==> run_1/placement_by_type.png <==
Fill, decap, tap and diode cells in gray.
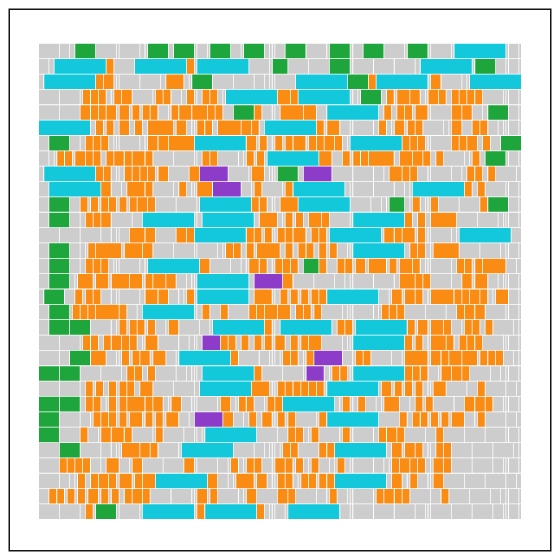
==> run_1/placement.png <==
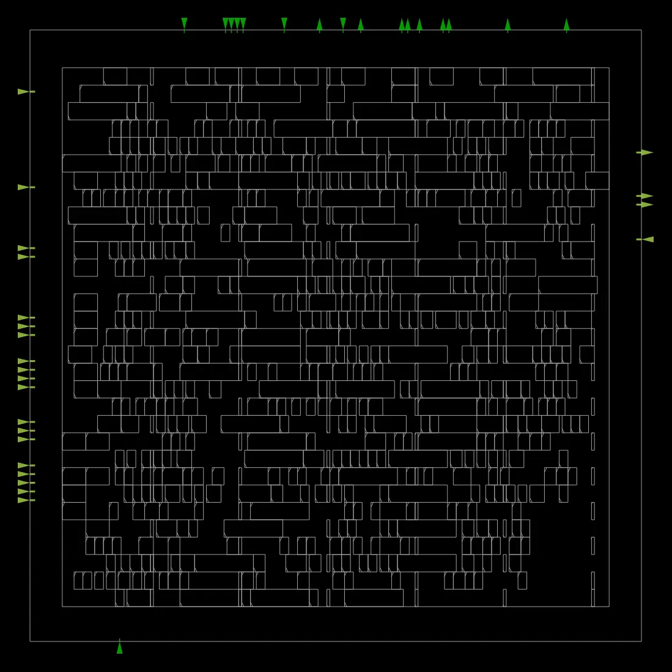
==> run_1/wires.png <==
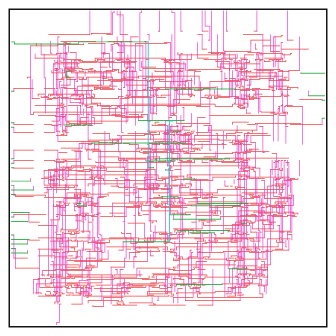
==> src/rtl/enable_seq_pkg.sv <==
// enable_seq_pkg: shared state encoding and default widths for the enable sequencer.
package enable_seq_pkg;
  localparam int DEF_LEN_W = 8;
  localparam int DEF_PER_W = 16;
  typedef enum logic [1:0] {IDLE, RUN, DONE} state_t;
endpackage

==> src/rtl/period_timer.sv <==
// period_timer: down-counter that expires once every max(period,1) cycles while running.
module period_timer #(
  parameter int PER_W = 16
) (
  input  logic             clk,
  input  logic             rst,
  input  logic             load_i,
  input  logic             run_i,
  input  logic [PER_W-1:0] period_i,
  output logic             expire_o
);
  logic [PER_W-1:0] reload_q, reload_d;
  logic [PER_W-1:0] cnt_q, cnt_d;
  // A zero period behaves as one, so the reload value saturates at 0 instead of wrapping.
  always_comb begin
    reload_d = load_i ? ((period_i == '0) ? '0 : period_i - 1'b1) : reload_q;
    cnt_d    = load_i ? reload_d : !run_i ? cnt_q : (cnt_q == '0) ? reload_q : cnt_q - 1'b1;
  end
  assign expire_o = run_i && (cnt_q == '0);
  always_ff @(posedge clk or posedge rst) begin
    if (rst) begin
      reload_q <= '0;
      cnt_q    <= '0;
    end else begin
      reload_q <= reload_d;
      cnt_q    <= cnt_d;
    end
  end
endmodule

==> src/rtl/enable_sequencer.sv <==
// enable_sequencer: issues cmd_len single-cycle enable strobes spaced by cmd_period,
// then a done pulse; commands arrive over a valid/ready handshake.
module enable_sequencer
  import enable_seq_pkg::*;
#(
  parameter int LEN_W = DEF_LEN_W,
  parameter int PER_W = DEF_PER_W
) (
  input  logic             clk,
  input  logic             reset,
  input  logic             cmd_valid,
  output logic             cmd_ready,
  input  logic [LEN_W-1:0] cmd_len,
  input  logic [PER_W-1:0] cmd_period,
  input  logic             abort,
  output logic             enable,
  output logic             busy,
  output logic             done,
  output logic [LEN_W-1:0] pulses_issued
);
  state_t           state_q, state_d;
  logic [LEN_W-1:0] remaining_q, remaining_d;
  logic [LEN_W-1:0] pulses_q, pulses_d;
  logic             cmd_ready_q, enable_q, busy_q, done_q;
  logic             accept, running, expire, fire;

  assign accept  = (state_q == IDLE) && cmd_valid && cmd_ready_q;
  assign running = (state_q == RUN);
  assign fire    = expire && !abort;

  period_timer #(.PER_W(PER_W)) u_timer (
    .clk      (clk),
    .rst      (reset),
    .load_i   (accept),
    .run_i    (running),
    .period_i (cmd_period),
    .expire_o (expire)
  );

  // Abort in RUN wins over a coincident expiry and still lands in DONE.
  always_comb begin
    state_d     = (state_q == IDLE) ? (accept ? ((cmd_len == '0) ? DONE : RUN) : IDLE) :
                  running ? ((abort || (fire && remaining_q == LEN_W'(1))) ? DONE : RUN) : IDLE;
    remaining_d = accept ? cmd_len : fire ? remaining_q - 1'b1 : remaining_q;
    pulses_d    = accept ? '0 : fire ? pulses_q + 1'b1 : pulses_q;
  end

  // Status outputs trail the state by one cycle; enable is registered from the expiry itself.
  always_ff @(posedge clk or posedge reset) begin
    if (reset) begin
      state_q     <= IDLE;
      remaining_q <= '0;
      pulses_q    <= '0;
      cmd_ready_q <= 1'b0;
      enable_q    <= 1'b0;
      busy_q      <= 1'b0;
      done_q      <= 1'b0;
    end else begin
      state_q     <= state_d;
      remaining_q <= remaining_d;
      pulses_q    <= pulses_d;
      cmd_ready_q <= (state_q == IDLE) && !accept;
      enable_q    <= fire;
      busy_q      <= (state_q != IDLE);
      done_q      <= (state_q == DONE);
    end
  end

  assign cmd_ready     = cmd_ready_q;
  assign enable        = enable_q;
  assign busy          = busy_q;
  assign done          = done_q;
  assign pulses_issued = pulses_q;
endmodule

==> config.mk <==
export PLATFORM = sky130hd
export DESIGN_NAME = enable_sequencer
export DESIGN_NICKNAME = d
export VERILOG_FILES = /design/src/rtl/enable_seq_pkg.sv /design/src/rtl/period_timer.sv /design/src/rtl/enable_sequencer.sv
export SDC_FILE = /design/constraint.sdc
export NUM_CORES = 1
export LEC_CHECK = 0
export ABC_AREA = 1
export CAP_MARGIN = 20
export CORE_MARGIN = 5
export CORE_UTILIZATION = 50
export CTS_CLUSTER_DIAMETER = 30
export CTS_CLUSTER_SIZE = 25
export DETAILED_ROUTE_END_ITERATION = 7
export PLACE_DENSITY_LB_ADDON = 0.08
export SYNTH_ARGS = -nofsm -noshare
export SYNTH_HDL_FRONTEND = slang
export SYNTH_HIERARCHICAL = 1
export SYNTH_SLANG_ARGS = --single-unit
==> constraint.sdc <==
create_clock -name clk -period 5.2 [get_ports clk]
set_input_delay 1.04 -clock clk [delete_from_list [all_inputs] [get_ports clk]]
set_output_delay 1.04 -clock clk [all_outputs]
set_load 0.1 [all_outputs]
==> impl_metrics.py, run 1 <==
# Metrics from the implementation run
metrics = {
    "status": {
        "status": "finished clean",
    },
    "floorplanning": {
        "die-area_um2": 9153,
    },
    "logic_synthesis": {
        "ys.flops": 54,
        "async_reset_ff_frac": 1.000,
        "synth_warnings": 6,
        "synth.avg_cell_area_um2": 6.612,
    },
    "clock_network": {
        "h-tree-depth": 2,
        "clockRootBuffer": "clkbuf_8",
    },
    "global_routing": {
        "grt_pass1_vias": 3280,
        "antenna_found_initial": 0,
    },
    "power": {
        "p_comb_frac": 0.509,
        "swShare": 0.4772,
        "p_per_area_nw_per_um2": 457.5,
        "switching_power_uw": 922.9,
    },
    "place": {
        "routabilityCongestion": 0.9113,
        "placed_area_um2": 4126,
        "dp_cells": 686,
    },
    "worst_setup_path": {
        "cp-end-kind": "output pin",
        "cp_top_family": "buffers and inverters",
    },
    "layout": {
        "finalNonFillerCells": 694,
        "nets": 628,
    },
    "route": {
        "wl_per_cell_um": 12.12,
    },
    "final_timing": {
        "slew_viol_final": 0,
    },
}
## Picture notes: placement_by_type.png
combinational and other logic -> orange  # cells 491, share of their area 55%
remaining buffers and delay cells -> green  # cells 42, share of their area 10%
sequential cells -> cyan  # cells 54, share of their area 33%
clock drivers and dummy loads -> purple  # cells 8, share of their area 2.4%
Core Util, Final: 0.5858
cell row count: 31

## Picture notes: placement.png
fraction of area in registers: 0.3197
Fillers: 715
Tapcell Cnt: 99
number of sequential cells: 54

## Picture notes: wires.png
metal 2 -> magenta  # wire length 3570 um
metal 1 -> red  # wire length 4440 um
metal 4 -> cyan  # wire length 75.7 um
metal 3 -> green  # wire length 333 um

==> run 1: worst paths after layout <==
path	start	end	slack, ps
worst max-delay path	pulses_issued[2]	pulses_issued[2]	2200
worst min-delay path	state_q[0]	done	470
worst max register to register	state_q[0]	u_timer/cnt_q[3]	3170
worst min register to register	state_q[0]	done	470
max in group asynchronous	reset	state_q[1]	3460
min in group asynchronous	reset	u_timer/cnt_q[3]	1140
==> run 1: cell usage in the layout, fill, tap and decap left out <==
cell,netlist,final
a21oi_1,4,4
a21oi_2,1,1
a31oi_1,2,2
buf_4,0,3
clkbuf_8,0,6
clkdlybuf4s50_1,0,39
clkinv_4,0,2
dfrtp_1,54,54
ha_1,6,6
inv_1,62,62
inv_2,8,8
inv_4,1,1
nand2_1,203,203
nand2_2,9,9
nand2_4,3,3
nand3_1,49,49
nand3b_1,5,5
nand4_1,12,12
nor2_1,65,65
nor2_2,12,12
nor2_4,4,4
o211ai_1,3,3
o21ai_0,19,19
o21ai_1,9,9
o21ai_2,5,5
o21bai_1,1,1
or2_1,2,2
xnor2_1,1,1
xor2_1,5,5
==> run 1: layout make-up <==
type	count	area share
timing repair buffer	42	0.09769
inverter	71	0.06365
clock inverter	2	0.004144
clock buffer	6	0.01954
tap	99	0.02931
sequential	54	0.3197
multi-input combinational	420	0.4660
==> run 1: power groups by stage <==
stage | Combinational (uW) | Clock, uW | Sequential (uW)
floorplan | 696 | 0 | 767
CTS | 983 | 257 | 699
global route | 1130 | 275 | 721
finish | 984 | 249 | 701
detailed placement | 976 | 0 | 708
global placement | 961 | 0 | 704
==> run 1: registers in the layout, indices dropped and copies added (netlist names) <==
register	count
busy	1
pulses_issued	8
u_timer/cnt_q	16
state_q	2
done	1
enable	1
u_timer/reload_q	16
remaining_q	8
cmd_ready	1
--- run 2 (diff from run 1) ---
- clock period: 5.2 -> 3.02 ns (I/O delays scaled with it)
==> run_2/placement_by_type.png <==
Fill, decap, tap and diode cells in gray.
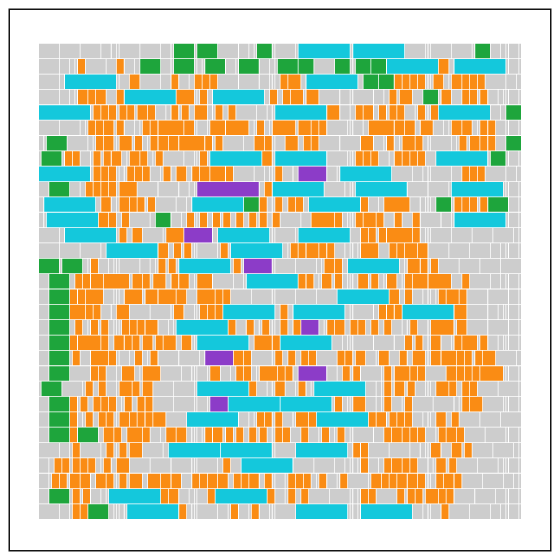
clock drivers and dummy loads -> purple  # cells 8, share of their area 2.8%
sequential cells -> cyan  # cells 54, share of their area 33%
remaining buffers and delay cells -> green  # cells 42, share of their area 9.4%
combinational and other logic -> orange  # cells 491, share of their area 55%
design area: 4213 um^2
fraction of area in registers: 0.3208
Core Util, Final: 0.5839

==> run_2/wires.png <==
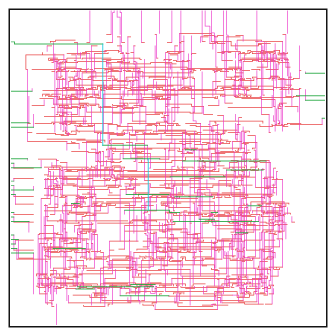
metal 3 -> green  # wire length 335 um
metal 2 -> magenta  # wire length 3780 um
metal 1 -> red  # wire length 4560 um
metal 4 -> cyan  # wire length 46.2 um
overall routed net length: 8714 um
WL/cell: 12.56 um

==> run_2/io_placement.png <==
Pins as bars across the die edge, other pins in gray.
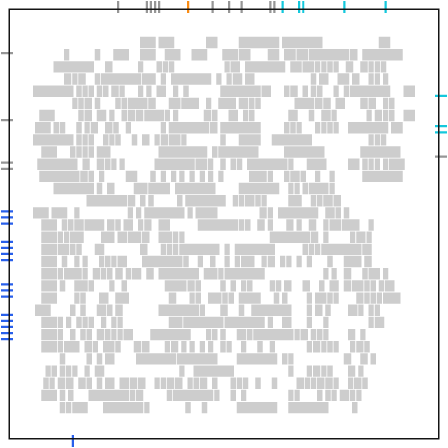
`pulses_issued` -> cyan  # pins 8, direction output, edge 5 top, 3 right
`cmd_period` -> blue  # pins 16, direction input, edge 15 left, 1 bottom
`abort` -> orange  # pins 1, direction input, edge top

==> impl_metrics.py, run 2 <==
# Metrics from the implementation run
metrics = {
    "layout": {
        "nFillCells": 745,
        "lay_top_cells": "nand2_1 (203), nor2_1 (65), inv_1 (62)",
        "nets": 628,
    },
    "floorplanning": {
        "die-area_um2": 9153,
        "num_rows": 31,
    },
    "logic_synthesis": {
        "ys.flops": 54,
        "synth.avg_cell_area_um2": 6.612,
        "synth_warnings": 6,
    },
    "worst_setup_path": {
        "r2r-end": "remaining_q[2]",
        "cp-end-kind": "flop",
        "crit_path_start": "cmd_period[0]",
        "rrSetupSlack_ps": 1010,
        "cp_top_family": "simple AND/OR/NAND/NOR gates",
    },
    "min_path": {
        "min_to": "done",
        "hold_start": "state_q[0]",
    },
    "final_timing": {
        "slew_viol_final": 0,
    },
    "clock_network": {
        "clockRootBuffer": "clkbuf_8",
    },
    "place": {
        "routabilityCongestion": 0.8746,
        "dp_cells": 686,
        "placed_area_um2": 4096,
    },
    "global_routing": {
        "antenna_found_initial": 0,
    },
    "status": {
        "status": "finished clean",
    },
}
run 2: netlist changes by cell type in the layout (fill, tap and decap cells not counted):
cell,delta
buf_4,+12
bufinv_16,+1
clkbuf_8,-1
clkdlybuf4s50_1,-12
clkinv_4,-1
inv_6,+1
run 2: power breakdown:
| part | internal (uW) | leakage (uW) | switching, uW |
|---|---|---|---|
| registers | 997 | 0.000685 | 210 |
| clock network | 252 | 0.0000587 | 245 |
| logic | 547 | 0.00142 | 1160 |
run 2: layout make-up:
cell class / count / area, um^2 / area share
Sequential cell: 54 / 1351 / 0.3208
Inverter: 71 / 269.0 / 0.06386
Timing Repair Buffer: 42 / 382.9 / 0.09088
Clock inverter: 3 / 47.55 / 0.01129
Clock buffer: 5 / 68.82 / 0.01634
Tap cell: 99 / 123.9 / 0.02940
Multi-Input combinational cell: 420 / 1969 / 0.4675
run 2: cells by family (layout without fill, tap and decap cells):
logic type | count (synthesis) | in the layout | synth area share
AND/OR/NAND/NOR | 364 | 364 | 0.4323
adder cells (fa/ha/maj) | 6 | 6 | 0.02046
XOR/XNOR | 6 | 6 | 0.01432
flip-flops | 54 | 54 | 0.3682
AND-OR/OR-AND | 44 | 44 | 0.06955
buffers and inverters | 81 | 121 | 0.09512
run 2: routing by layer:
metal	up-vias	share of wire
met3	4	0.038
met1	1567	0.52
met5	-	0
met4	0	0.0053
met2	68	0.43
li1	1815	-
run 2: worst register-to-register path, delay by kind of cell (launching register included):
family / cells / cell delay, ps
fa+ha+maj: 1 / 210
buf+inv: 3 / 370
flops: 1 / 410
simple gates: 8 / 950
No activity file was given, so power comes from the tool's default toggle rates.
